==> images/wires.png <==
The bar under the picture is 20 microns long. Two of the layers only.
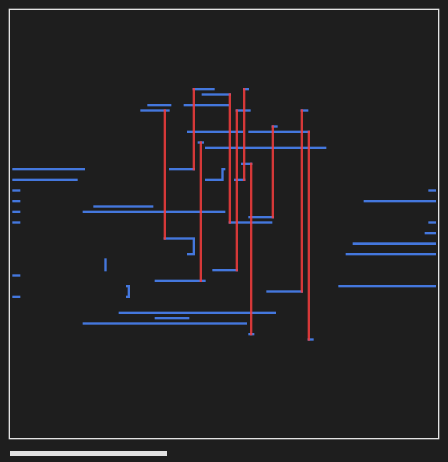
==> images/logic_types.png <==
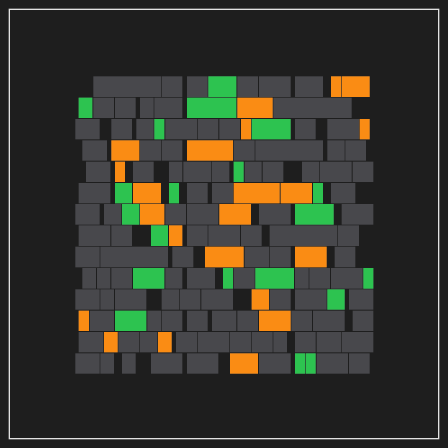
==> images/metal_density.png <==
The bar under the picture is 20 microns long. 11 x 11 tiles, from black (low) to pale yellow (high), scaled to the fullest tile. Values are wire area over tile area, all layers added.
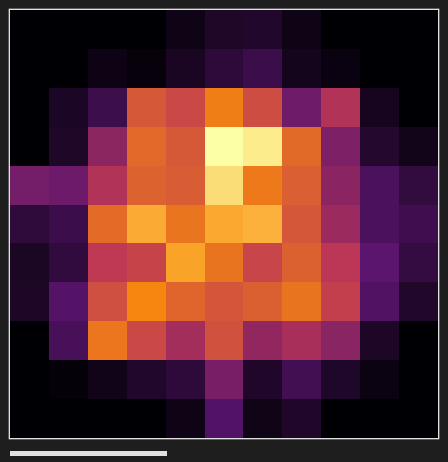
==> config.mk <==
export PLATFORM = sky130hd
export DESIGN_NAME = multicycle_control
export DESIGN_NICKNAME = d
export VERILOG_FILES = /design/src/rtl/mips_pkg.sv /design/src/rtl/multicycle_control.sv
export SDC_FILE = /design/constraint.sdc
export NUM_CORES = 1
export LEC_CHECK = 0
export CORE_MARGIN = 8
export CORE_UTILIZATION = 38
export CTS_BUF_LIST = sky130_fd_sc_hd__clkbuf_4 sky130_fd_sc_hd__clkbuf_8 sky130_fd_sc_hd__clkbuf_16
export DETAILED_ROUTE_END_ITERATION = 12
export GPL_TIMING_DRIVEN = 1
export PLACE_DENSITY = 0.84
export RECOVER_POWER = 25
export SETUP_SLACK_MARGIN = 0.02
export SYNTH_ARGS = -nofsm -noshare
export SYNTH_HDL_FRONTEND = slang
export SYNTH_SLANG_ARGS = --single-unit
==> constraint.sdc <==
create_clock -name clk -period 1.4 [get_ports clk]
set_clock_uncertainty 0.05 [all_clocks]
set_input_delay 0.28 -clock clk [delete_from_list [all_inputs] [get_ports clk]]
set_output_delay 0.28 -clock clk [all_outputs]
set_load 0.02 [all_outputs]
==> out/metrics.cfg <==
[timing]
slew_headroom_pct = 80.3
setup-violations-final = 19
fmax_ghz = 0.585
finalCriticalPeriod_ns = 1.71
grt_setup_unrepaired = yes
hold_viol_final = 0
setup_ws_ns = -0.309
tightest_slew_ns = 0.296
period_used_pct = 122
drv_slew = 0

[final_layout]
largest_reg_flops = 4
area_growth_pct = 130
fin_nets = 159
finalInstanceArea_sq_um = 1310
n_fill_cell = 65
diodes = 0
layout-drive-gt1-share_pct = 63.3

[worst_setup_path]
crit_slowest_cell = dfxtp_4
path_max_fanout = 10
reg2reg_slack_ns = -0.05
worstPathArrival_ns = 1.38
cp-end-kind = primary output
worst-path-stages = 3
cp.buffers_inverters = 1
reg2regPathDepth = 7
critical_path_class = flip-flop to primary output
crit_family = flip-flops
path_cells = nor2b_1 > a2111oi_4 > buf_4
cp.required_ns = 1.07
critPathLaunchType = flip-flop
cp_slowest_stage_delay_ns = 0.39

[power]
p_total_uw = 519
p_leak_uw = 0.000617
vdd_drop_max_mv = 0.362
pwr_density_cell_nw_per_um2 = 397

[floorplanning]
fp-row-count = 14
ios = 31
die_width_microns = 54.7
chipArea_sq_um = 2990
fp_util_pct = 39.1
die_h_microns = 54.7
design.core.area_sq_um = 1450

[clocking]
root_buffer = clkbuf_4
clock_sinks = 4
htree_levels = 1
clockBufferDepth = 2
clk_latency_ns = 0.25
clk_pin_slew_worst_paths_ns = 0.05
hold_buffers = 0
cts-buffers-inserted = 3
cts_tree = done

[synth]
area_leaders = dfxtp_1 (14%), and2_1 (6.6%), nand2_1 (6.6%)
numSynthFlops = 4
floorplan.nets = 96
async_reset_ff_share_pct = 0
syn_area_sq_um = 568
synth_cells = 86
yosysMostFrequentCell = nand2_1
yosys_most_used_dff = dfxtp_1
synth_seq_share_pct = 14.1
synth-edff-count = 0
syn_area_per_cell_sq_um = 6.61
top_area_share_pct = 14.1
ys_cells = 86
common_cells = nand2_1 (10), nor2_1 (9), nor3_1 (7)
synth_warnings = 0
top_area_cell = dfxtp_1
yosys_area_sq_um = 568
synthDistinctLibCells = 32

[place]
place_area_sq_um = 1070
port_buffers = 29
gp_congestion = 0.843
hpwlAfterDp_microns = 1740

[global_route]
grt_pass1_wl_microns = 4080
grt_antenna_before_repair = 0
grt_pass1_vias = 909
globalRoute.totalOverflow = 0
grt_max_degree = 11

[status]
violations = setup timing
status = complete, but fails checks

[min_path]
whs_path_depth = 4
hold_path_class = primary input to flip-flop

[detailed_routing]
first_pass_iters = 4
drt_iter0_markers = 41
drtAntennaViolNets = 0
drc = 0
routed_via_density = 5.83

[flow_run]
drv_cap = 0
warnings = 30

## Picture notes: wires.png
Key: red = metal 4 [wire length 175 microns]; blue = metal 3 [wire length 227 microns]
drt wl/cell: 19.9 microns
routed via count: 950
gr usage total: 18.0%

## Picture notes: logic_types.png
Key: orange = NOR gates [cells 22]; green = NAND gates [cells 20]
Post-Layout Cell Count: 163
most numerous logic cell after layout: buf_4
Comb/total area: 43.9%

## Picture notes: metal_density.png
The fullest tile reaches 0.63. The emptiest ninth of the die: north-west. 30% of the tiles are over half the peak. The densest ninth of the die: center.
overall routed net length: 3240 microns

logic make-up after synthesis:
group                    Yosys count  synth area share, %
flip-flops                         4                 14.1
XOR/XNOR                           2                 3.08
AND/OR/NAND/NOR                   54                 51.8
adder cells (fa/ha/maj)            1                 1.76
AND-OR/OR-AND                     15                 17.4
buffers and inverters             10                 11.9
power by group:
part | switching, uW | internal, uW
Sequential | 11.3 | 112
Clock | 69.5 | 97.5
Combinational | 115 | 114
Total | 196 | 324
metrics by stage:
stage / TNS [ns] / setup slack (ns) / hold WS (ns) / instances / util (%)
2_1_floorplan: -0.240 / -0.112 / 0.440 / 86 / -
3_3_place_gp: -15.66 / -0.828 / 0.694 / 154 / 73.3
3_5_place_dp: -16.22 / -0.885 / 0.711 / 154 / 73.3
4_1_cts: -2.17 / -0.207 / 0.556 / 159 / 80.0
5_1_grt: -3.50 / -0.389 / 0.640 / 163 / 89.9
6_report: -2.96 / -0.309 / 0.603 / 163 / 89.9
worst register-to-register path, stage by stage, from the launching register on:
cell	delay, ns
dfxtp_4	0.37
buf_4	0.14
buf_6	0.11
buf_4	0.14
and2b_1	0.19
nand3_2	0.08
a21oi_1	0.04
a41o_1	0.20
cells in the final DEF (no fill, tap or decap), types with 2 or more instances in the layout:
cell           instances
a21oi_1                3
clkbuf_4               3
dfxtp_4                4
o21ai_1                4
and2_4                 2
xor2_1                 2
nand2_1                8
nand2b_4               3
buf_6                 20
nand4_1                3
nor2_1                 5
and2_1                 4
nor3_2                 4
and3_1                 2
nand2_4                2
o22ai_1                2
nor2_4                 4
dlygate4sd2_1          6
buf_4                 37
nor3_4                 2
nor3_1                 3
layout make-up:
class	instances	area, sq um	area share, %
inverters	1	8.76	0.670
multi-input cells	72	574	43.9
repair buffers	67	587	44.9
clock buffers	3	22.5	1.72
well taps	16	20.0	1.53
flip-flops and latches	4	95.1	7.27
what timing repair did:
item / 4_1_cts / 5_1_grt
setup buffers: 2 / 4
resized: 148 / 32
hold endpoints to repair: 0 / 0
endpoints found under the setup margin: 22 / 21
pin swaps: 4 / 7
per-layer routing:
| metal | GRT usage, % | vias up | wire (microns) |
|---|---|---|---|
| li1 | - | 427 | - |
| met1 | 18.8 | 441 | 1180 |
| met2 | 32.8 | 62 | 1660 |
| met3 | 3.80 | 20 | 227 |
| met4 | 9.02 | 0 | 175 |
| met5 | 0 | - | 0 |
Power is estimated from default activity; no workload was simulated.
